## config.mk

```make
export PLATFORM = sky130hd
export DESIGN_NAME = poly_voice_alloc
export DESIGN_NICKNAME = d
export VERILOG_FILES = /design/src/rtl/poly_voice_alloc.sv
export SDC_FILE = /design/constraint.sdc
export NUM_CORES = 1
export LEC_CHECK = 0
export CAP_MARGIN = 40
export CELL_PAD_IN_SITES_DETAIL_PLACEMENT = 1
export CELL_PAD_IN_SITES_GLOBAL_PLACEMENT = 2
export CORE_ASPECT_RATIO = 0.75
export CORE_MARGIN = 3
export CORE_UTILIZATION = 41
export DETAILED_ROUTE_END_ITERATION = 12
export HOLD_SLACK_MARGIN = 0.02
export PLACE_DENSITY_LB_ADDON = 0.1
export REMOVE_ABC_BUFFERS = 1
export SLEW_MARGIN = 0
export SYNTH_ARGS = -nofsm -noshare
export SYNTH_HDL_FRONTEND = slang
export SYNTH_SLANG_ARGS = --single-unit
```

## constraint.sdc

```tcl
create_clock -name clk -period 8.77 [get_ports clk]
set_input_delay 2.631 -clock clk [delete_from_list [all_inputs] [get_ports clk]]
set_output_delay 2.631 -clock clk [all_outputs]
set_load 0.01 [all_outputs]
```

## src/rtl/poly_voice_alloc.sv

```systemverilog
// rtl/poly_voice_alloc.sv - polyphonic square-wave voice allocator and stereo mixer
//
// Purpose: turns make/break key events into up to NUM_VOICES square-wave tones.
//    Even-index voices are mixed to audio_left and odd-index voices to audio_right.
//    Each mix is saturated to 16 bits and registered.
// Ports:
//    clk, rst          single clock, synchronous active-high reset
//    enable            0 mutes both audio outputs; the voices keep running
//    key_valid         one-cycle event strobe, qualifies key_code/key_pressed/note_div
//    key_code          9-bit scan code of the event
//    key_pressed       1 = make, 0 = break
//    note_div          half-period divider loaded into the allocated voice
//    voice_active      per-voice busy flags
//    drop              one-cycle pulse when a make is discarded or a voice is stolen
//    audio_left/right  signed 16-bit mixes (right duplicates left when NUM_VOICES == 1)
// Build option: POLY_VOICE_STEAL_EN - when defined, a make event with every voice busy
//    steals the oldest voice; otherwise that make event is discarded.
module poly_voice_alloc #(
   parameter int                 NUM_VOICES = 4,
   parameter int                 DIV_WIDTH  = 22,
   parameter logic signed [15:0] AMPLITUDE  = 16'sh1000
) (
   input  logic                     clk,
   input  logic                     rst,
   input  logic                     enable,
   input  logic                     key_valid,
   input  logic [8:0]               key_code,
   input  logic                     key_pressed,
   input  logic [DIV_WIDTH-1:0]     note_div,
   output logic [NUM_VOICES-1:0]    voice_active,
   output logic                     drop,
   output logic signed [15:0]       audio_left,
   output logic signed [15:0]       audio_right
);

`ifdef POLY_VOICE_STEAL_EN
   localparam bit STEAL_EN = 1'b1;
`else
   localparam bit STEAL_EN = 1'b0;
`endif

   localparam int IDX_W = (NUM_VOICES > 1) ? $clog2(NUM_VOICES) : 1;
   localparam logic signed [18:0] MIX_MAX = 19'sd32767;
   localparam logic signed [18:0] MIX_MIN = -19'sd32768;

   // per-voice state
   logic [NUM_VOICES-1:0] busy;
   logic [NUM_VOICES-1:0] phase;
   logic [8:0]            key_q [NUM_VOICES];
   logic [DIV_WIDTH-1:0]  div_q [NUM_VOICES];
   logic [DIV_WIDTH-1:0]  cnt_q [NUM_VOICES];
   logic [2:0]            age_q [NUM_VOICES];

   // event decode
   logic             hit;
   logic [IDX_W-1:0] hit_idx;
   logic             free_found;
   logic [IDX_W-1:0] free_idx;
   logic [IDX_W-1:0] old_idx;
   logic [2:0]       old_age;
   logic             is_make;
   logic             alloc_en;
   logic [IDX_W-1:0] alloc_idx;
   logic             release_en;
   logic             drop_d;

   // mixing
   logic signed [18:0] amp_ext;
   logic signed [18:0] contrib;
   logic signed [18:0] mix_l;
   logic signed [18:0] mix_r;

   assign voice_active = busy;

   always_comb begin
      hit        = 1'b0;
      hit_idx    = '0;
      free_found = 1'b0;
      free_idx   = '0;
      old_idx    = '0;
      old_age    = age_q[0];
      for (int i = 0; i < NUM_VOICES; i++) begin
         if (busy[i] && key_q[i] == key_code) begin
            hit     = 1'b1;
            hit_idx = IDX_W'(i);
         end
      end
      // walking downwards leaves the lowest free index as the winner
      for (int i = NUM_VOICES - 1; i >= 0; i--) begin
         if (!busy[i]) begin
            free_found = 1'b1;
            free_idx   = IDX_W'(i);
         end
      end
      // strict compare keeps the lowest index on equal ages
      for (int i = 1; i < NUM_VOICES; i++) begin
         if (age_q[i] > old_age) begin
            old_age = age_q[i];
            old_idx = IDX_W'(i);
         end
      end
      is_make    = key_valid && key_pressed && !hit;
      alloc_en   = is_make && (free_found || STEAL_EN);
      alloc_idx  = free_found ? free_idx : old_idx;
      drop_d     = is_make && !free_found;
      release_en = key_valid && !key_pressed && hit;
   end

   always_ff @(posedge clk) begin
      if (rst) begin
         busy  <= '0;
         phase <= '0;
         drop  <= 1'b0;
         for (int i = 0; i < NUM_VOICES; i++) begin
            key_q[i] <= '0;
            div_q[i] <= '0;
            cnt_q[i] <= '0;
            age_q[i] <= '0;
         end
      end else begin
         drop <= drop_d;
         for (int i = 0; i < NUM_VOICES; i++) begin
            if (alloc_en && alloc_idx == IDX_W'(i)) begin
               busy[i]  <= 1'b1;
               phase[i] <= 1'b0;
               key_q[i] <= key_code;
               div_q[i] <= note_div;
               cnt_q[i] <= '0;
               age_q[i] <= '0;
            end else begin
               if (release_en && hit_idx == IDX_W'(i))
                  busy[i] <= 1'b0;
               if (alloc_en && busy[i] && age_q[i] != 3'd7)
                  age_q[i] <= age_q[i] + 3'd1;
               if (busy[i] && div_q[i] != '0) begin
                  if (cnt_q[i] == div_q[i] - DIV_WIDTH'(1)) begin
                     cnt_q[i] <= '0;
                     phase[i] <= ~phase[i];
                  end else begin
                     cnt_q[i] <= cnt_q[i] + DIV_WIDTH'(1);
                  end
               end
            end
         end
      end
   end

   always_comb begin
      amp_ext = 19'(AMPLITUDE);
      mix_l   = '0;
      mix_r   = '0;
      contrib = '0;
      for (int i = 0; i < NUM_VOICES; i++) begin
         contrib = '0;
         if (busy[i] && div_q[i] != '0)
            contrib = phase[i] ? amp_ext : -amp_ext;
         if ((i % 2) == 0)
            mix_l = mix_l + contrib;
         else
            mix_r = mix_r + contrib;
      end
      if (NUM_VOICES == 1)
         mix_r = mix_l;
   end

   function automatic logic signed [15:0] sat16(input logic signed [18:0] s);
      if (s > MIX_MAX)
         return 16'sh7FFF;
      else if (s < MIX_MIN)
         return 16'sh8000;
      else
         return s[15:0];
   endfunction

   always_ff @(posedge clk) begin
      if (rst || !enable) begin
         audio_left  <= '0;
         audio_right <= '0;
      end else begin
         audio_left  <= sat16(mix_l);
         audio_right <= sat16(mix_r);
      end
   end

endmodule

```

### Cell placement, run 1

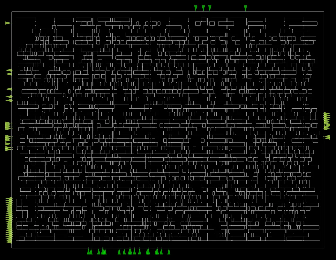
core area: 35,100 µm²
tally of filler cells in the layout: 3,797
Finished Layout Cells: 1,916
site row count: 59

### Signal wires by layer, run 1

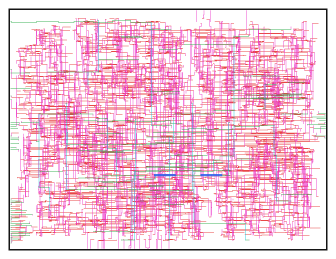
green -> met3  # wire length 2,080 µm
blue -> met5  # wire length 27.6 µm
magenta -> met2  # wire length 18,200 µm
cyan -> met4  # wire length 836 µm
red -> met1  # wire length 19,600 µm
drt total wl: 40,700 µm
Total Routing Usage GR: 0.214
per-cell routed wire length: 21.3 µm
Vias: 10,700

==> results_slide.txt, run 1 <==
Implementation Results

Logic synthesis
  • AND-OR/OR-AND Cells, Area Fraction: 0.0604
  • Cell variety after synth: 69
  • Synthesized flop and latch total: 243
  • Post-Syn Area per Cell: 10.6 µm²
  • Post-Syn Instances: 1,395
  • Post-synth top cells: edfxtp_1 (224), and2_1 (152), xor2_1 (123), xnor2_1 (110), nor2_1 (95)
  • Main synth FF type: edfxtp_1
  • XOR Share, Synth: 0.138
  • Count leader, synth: edfxtp_1
  • Post-synth EDFFs: 224
  • Yosys Instances: 1,395
  • Synth Cell Area: 14,800 µm²

Critical path
  • CP startpoint kind: input port
  • CP top delay family: simple AND/OR/NAND/NOR gates
  • Reg2Reg Depth: 21
  • Worst path bufs/invs: 3
  • R2r startpoint: age_q[1][1]
  • Max stage delay on crit path: 0.75 ns
  • Crit path max-delay cell type: clkdlybuf4s50_1
  • CP startpoint: key_code[5]

Drt
  • Total iterations of the first detailed-routing run: 4
  • Top Layer Used: met5
  • Vias/cell: 5.58
  • Drt drc: 0

Timing
  • Cycle use final: 0.653
  • Actual slew at the worst max-slew pin: 0.906 ns
  • Max-slew violation count: 0
  • Total negative setup slack: 0 ns
  • Final setup viols: 0
  • PnR worst setup slack: 3.05 ns
  • Final-report hold violation count: 0
  • Max-slew headroom: 0.391
  • Unrepaired setup endpoints after global routing: no
  • Fin crit period: 5.72 ns

Finish
  • Antenna cells: 0
  • Final Cell Area: 16,900 µm²
  • Layout area overhead: 14.5%

Clock network
  • Post-CTS sizing: 0
  • Clock sink total: 243
  • TritonCTS clock tree: done
  • Total CTS buffers: 28
  • Root buffer cell: clkbuf_16
  • Worst-path clk slew: 0.07 ns

Global route
  • Largest net degree at the start of global routing: 34
  • Gr ovfl total: 0
  • Initial antenna violation count: 7
  • Number of global-route vias before repair: 11,000

Placed design
  • Setup slack at placement: 2.53 ns
  • Detail Placement HPWL: 30,200 µm
  • Post-DP Area: 16,000 µm²
  • Gpl congestion: 0.848
  • IO buf count: 72

Power and ir drop
  • Overall power: 2.91 mW
  • Peak VDD IR: 0.132 mV

Die
  • Fp util: 0.421
  • Die area: 38,400 µm²
  • Die Span Y: 170 µm
  • Die Span X: 225 µm

Flow run
  • Max-cap violations: 0

Min path
  • Min-delay src: phase[3]

Status
  • Status: finished clean
### Clock distribution, run 1

Bar = 50 µm.
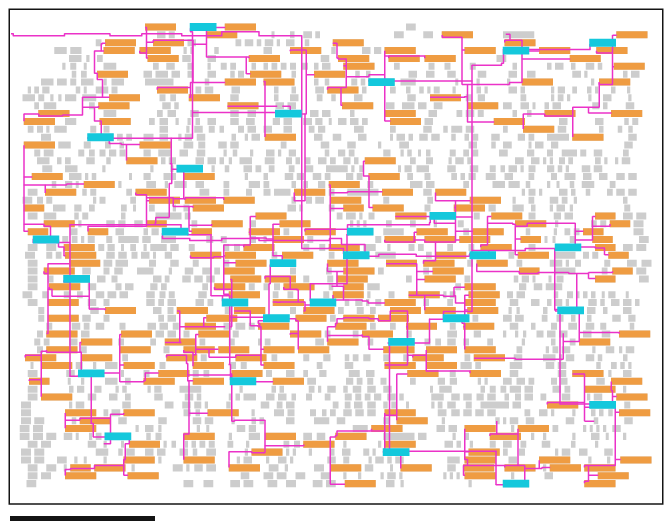
orange -> flip-flops  # count 243
magenta -> clock wires  # length 3,670 µm
cyan -> cells driving clock nets  # count 28
routed clock nets = 29
flops lie = spread over the die
Clk pwr share: 0.408
Clk power: 1.19 mW
clk latency late pin: 0.56 ns
clk_skew: 0.0250 ns

## run 1: cell type report
cell class                 instances  area, µm²
tap                              457        572
timing repair buffer              94        976
clock buffer                      34        754
inverter                          41        154
multi-input combinational       1029       7180
fill                            3797      18200
clock inverter                    18        175
sequential                       243       7110
## run 1: layout by cell type (no fill, tap or decap), types with 6 or more instances in the layout
| cell type | n |
|---|---|
| a211oi_1 | 8 |
| a21oi_1 | 16 |
| a31oi_1 | 6 |
| and2_1 | 152 |
| and3_1 | 25 |
| and4_1 | 10 |
| buf_4 | 13 |
| clkbuf_16 | 29 |
| clkdlybuf4s50_1 | 72 |
| dfxtp_1 | 19 |
| edfxtp_1 | 224 |
| ha_1 | 31 |
| inv_1 | 41 |
| nand2_1 | 53 |
| nand2b_1 | 16 |
| nand3_1 | 56 |
| nand3b_1 | 7 |
| nand4_1 | 29 |
| nor2_1 | 95 |
| nor2b_1 | 6 |
| nor3_1 | 55 |
| nor3b_1 | 6 |
| nor4_1 | 49 |
| nor4_2 | 7 |
| nor4b_1 | 10 |
| o2111ai_1 | 7 |
| o21ai_0 | 19 |
| o31a_1 | 7 |
| o31ai_1 | 8 |
| or2_2 | 6 |
| or3_1 | 14 |
| or4_1 | 17 |
| xnor2_1 | 110 |
| xor2_1 | 123 |
## run 1: kinds of logic (layout without fill, tap and decap cells)
logic type	count (synthesis)	after routing
and+or+nand+nor	631	631
DFF	243	243
xor gates and xnor gates	233	233
buffers and inverters	124	187
AOI/OAI and AO/OA	121	121
adders and majority gates	35	35
muxes	7	7
other	1	2
## run 1: worst min-delay path, cell delays in order (launching register included)
cell     delay, ns
dfxtp_1       0.32
o31ai_1       0.07
a21oi_1       0.06
## run 1: power by group
group / total, mW / internal [mW] / switching, mW
clock: 1.19 / 0.700 / 0.489
combinational: 0.324 / 0.141 / 0.184
sequential: 1.40 / 1.32 / 0.0741
total: 2.91 / 2.16 / 0.747
## run 1: per-layer routing
layer | track usage | vias to the layer above
met5 | 0 | -
met4 | 0.0453 | 4
met3 | 0.0379 | 58
met2 | 0.334 | 215
met1 | 0.312 | 5280
li1 | - | 5131
## run 1: flip-flops by register name, summed over array words and instances, names as in the netlist
name / flops
div_q: 88
key_q: 36
drop: 1
audio_left: 5
voice_active: 4
cnt_q: 88
age_q: 12
audio_right: 5
phase: 4
## run 1: worst max path at each step
stage                        endpoint  slack (ns)  cells after the start
after floorplan           cnt_q[3][0]        1.84                      7
after CTS                 cnt_q[0][3]        3.10                     10
after global routing      cnt_q[0][3]        2.82                     10
after global placement    cnt_q[0][4]        2.37                      9
after detailed placement  cnt_q[0][3]        2.53                     10
final                     cnt_q[0][3]        3.05                     10
## Run 2: what changed since run 1
--- a/config.mk
+++ b/config.mk
@@ -10,7 +10,7 @@
 export CELL_PAD_IN_SITES_GLOBAL_PLACEMENT = 2
 export CORE_ASPECT_RATIO = 0.75
 export CORE_MARGIN = 3
-export CORE_UTILIZATION = 41
+export CORE_UTILIZATION = 37
 export DETAILED_ROUTE_END_ITERATION = 12
 export HOLD_SLACK_MARGIN = 0.02
 export PLACE_DENSITY_LB_ADDON = 0.1
==> constraint.sdc (replaced) <==
create_clock -name clk -period 4.7 [get_ports clk]
set_input_delay 1.41 -clock clk [delete_from_list [all_inputs] [get_ports clk]]
set_output_delay 1.41 -clock clk [all_outputs]
set_load 0.01 [all_outputs]
==> run 2 against run 1 <==
Against the previous run:
- clock power grew 110%
- final cell count grew 3.6%
- core utilization shrank 3.9 points
- critical path type is now flip-flop to flip-flop
- largest power group unchanged
==> results_slide.txt, run 2 <==
Implementation Results

Finish
  • Layout area overhead: 16.5%
  • Tally of filler cells in the layout: 4,220 (+11%)
  • Finished Layout Cells: 1,985 (+3.6%)
  • Share of cells above drive strength 1: 0.0856
  • Gate Area: 7200 µm² (+0.23%)
  • Dominant logic cell type in the layout: edfxtp_1
  • Biggest registers after layout: cnt_q x88, div_q x88, key_q x36
  • Register area: 7110 µm² (unchanged)
  • Most instantiated logic cells after routing: edfxtp_1 (224), and2_1 (152), xor2_1 (123)

Power and ir drop
  • PwrDens: 333 nW/µm²
  • Combinational power share: 0.109 (-0.002)
  • Sequential share of power: 0.455 (-0.025)
  • Peak VDD IR: 0.279 mV (+110%)
  • Pint: 4.31 mW (+99%)
  • Switch share: 0.247 (-0.00936)
  • Psw: 1.42 mW (+90%)

Clock network
  • TritonCTS clock tree: done
  • Clock sink total: 243 (unchanged)
  • Root buffer cell: clkbuf_16
  • Worst-path clk slew: 0.06 ns (about the same)
  • Total CTS buffers: 28 (unchanged)

Logic synthesis
  • Cell variety after synth: 69 (unchanged)
  • Post-Syn Area per Cell: 10.6 µm² (unchanged)
  • Synth Cell Area: 14,800 µm² (unchanged)
  • Main synth FF type: edfxtp_1
  • Post-synth top cells: edfxtp_1 (224), and2_1 (152), xor2_1 (123), xnor2_1 (110), nor2_1 (95)
  • Synthesis area per yosys: 14,800 µm²
  • Post-Syn Instances: 1,395 (unchanged)
  • Yosys Instances: 1,395 (unchanged)
  • Count leader, synth: edfxtp_1
  • Synthesized flop and latch total: 243 (unchanged)
  • Number of warnings issued by yosys: 0
  • Post-synth EDFFs: 224 (unchanged)

Timing
  • Final-report hold violation count: 0 (unchanged)
  • Max-slew headroom: 0.451 (+0.0597)
  • Final setup viols: 0 (unchanged)
  • Fin Hold WS: 0.490 ns
  • Actual slew at the worst max-slew pin: 0.812 ns (-0.0941 ns)
  • Cycle use final: 0.949
  • Max-slew violation count: 0 (unchanged)
  • Fin crit period: 4.46 ns

Global route
  • Gr ovfl total: 0 (unchanged)
  • Number of global-route vias before repair: 11,100 (+1.1%)
  • Largest net degree at the start of global routing: 34 (unchanged)
  • Total Routing Usage GR: 0.193 (-0.0208)
  • Initial antenna violation count: 3 (-4)
  • First-pass GRT wire length: 64,200 µm

Placed design
  • IO buf count: 72 (unchanged)
  • Detail Placement HPWL: 30,100 µm (-0.50%)
  • Gpl congestion: 0.832 (-1.9%)

Die
  • Die Span Y: 179 µm (+5.1%)
  • Die Span X: 237 µm (+5.1%)
  • Site row count: 62 (+5.1%)
  • Die area: 42,400 µm² (+10%)
  • # IOs: 73
  • Fp util: 0.380 (-0.0403)

Critical path
  • CP Class: flip-flop to flip-flop
  • CP startpoint kind: flip-flop
  • Data required, critical path: 5.13 ns
  • Crit path DAT: 4.89 ns
  • Reg2Reg Depth: 22 (+4.8%)

Flow run
  • Max-cap violations: 0 (unchanged)

Drt
  • Drt drc: 0 (unchanged)
  • Total iterations of the first detailed-routing run: 4 (unchanged)
  • Drt total wl: 41,200 µm (+1.1%)
  • Vias/cell: 5.41 (-3.1%)
  • Per-cell routed wire length: 20.7 µm (-2.4%)
  • Vias: 10,700 (+0.43%)

Min path
  • Hold path cells: 2

Status
  • Status: finished clean
## run 2: cell counts after synthesis
Identical to the previous run, type by type.
## run 2: path summary, 6_finish.rpt
check	start	to	slack (ns)
max	age_q[1][1]	div_q[0][7]	0.24
min	phase[3]	phase[3]	0.49
max reg2reg	age_q[1][1]	div_q[0][7]	0.24
min reg2reg	phase[3]	phase[3]	0.49
## run 2: layer usage
metal	global-route usage	vias up	wire length, µm
met2	0.301	175	17900
met1	0.282	5353	20700
met5	0	-	0
met3	0.0255	55	1520
met4	0.0524	0	1040
li1	-	5151	-
## run 2: cells by family after synthesis
logic type | share of synthesized area
AOI/OAI and AO/OA | 0.0604
muxes | 0.00508
DFF | 0.481
xor gates and xnor gates | 0.138
buffers and inverters | 0.0379
other | 0.000254
and+or+nand+nor | 0.246
adders and majority gates | 0.0317
## run 2: per-stage QoR
stage / TNS [ns] / utilization / instance area, µm² / setup WS (ns) / power [mW]
floorplan: -67.14 / - / 14400 / -1.01 / 2.98
global placement: 0 / 0.414 / 16100 / 0.193 / 3.25
detailed placement: 0 / 0.415 / 16100 / 0.0303 / 3.26
CTS: 0 / 0.442 / 17200 / 0.0185 / 5.80
global route: -0.589 / 0.443 / 17200 / -0.0482 / 5.96
finish: 0 / 0.443 / 17200 / 0.241 / 5.73
## run 2: cell type report
class | count | share of cell area
diodes | 1 | 0.000145
clock buffers | 37 | 0.0461
clock inverters | 15 | 0.0157
inverters | 41 | 0.00894
multi-input cells | 1029 | 0.418
flip-flops and latches | 243 | 0.413
well taps | 512 | 0.0372
repair buffers | 107 | 0.0610
## run 2: timing repair
item / 4_1_cts / 5_1_grt
buffers inserted: 0 / 3
endpoints found under the setup margin: 0 / 64
resized: 0 / 4
## run 2: power groups by stage
stage / clock, mW / combinational [mW] / sequential, mW
floorplan: 0 / 0.365 / 2.61
global placement: 0 / 0.597 / 2.65
detailed placement: 0 / 0.612 / 2.65
CTS: 2.57 / 0.617 / 2.61
global route: 2.65 / 0.687 / 2.62
finish: 2.50 / 0.622 / 2.60
## run 2: worst max-delay path, stage by stage (launching register included)
cell and delay (ns):
edfxtp_1 0.42, ha_1 0.35, nor2b_1 0.13, o21ai_0 0.08, nand2b_1 0.11, inv_1 0.06, a31oi_2 0.20, mux2_2 0.38
ha_1 0.19, inv_1 0.06, a21o_1 0.12, a21oi_2 0.07, a31oi_2 0.17, mux2_2 0.37, ha_1 0.29, a21o_1 0.19
a21oi_1 0.15, a31oi_1 0.06, o311ai_1 0.23, buf_4 0.17, and3b_1 0.20, buf_12 0.18, and2_1 0.15
### Placement by cell class, run 2

Fill, decap, tap and diode cells in gray.
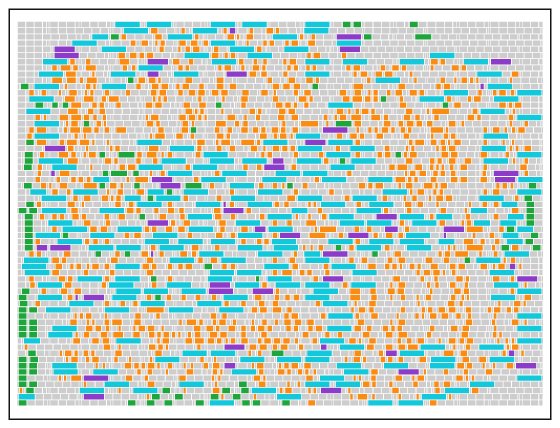
orange -> all other logic  # cells 1,070
purple -> clock drivers and dummy loads  # cells 52
green -> other buffers and delay cells  # cells 107
cyan -> flip-flops  # cells 243
sequential cell area share: 0.413
core area: 38,900 µm²

### Clock distribution, run 2

Bar = 50 µm.
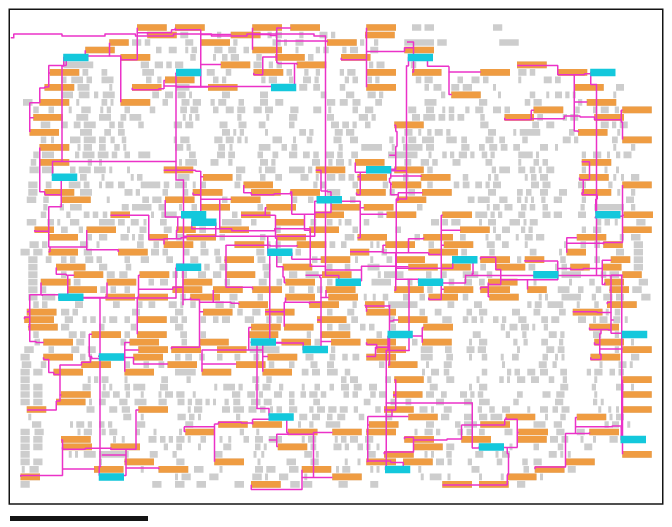
orange -> flip-flops  # count 243
magenta -> clock wires  # length 3,760 µm
cyan -> cells driving clock nets  # count 28
routed clock nets = 29
flops lie = spread over the die
Clk pwr share: 0.437
clk_skew: 0.0142 ns
clk latency late pin: 0.57 ns

Power and IR drop assume default switching activity.
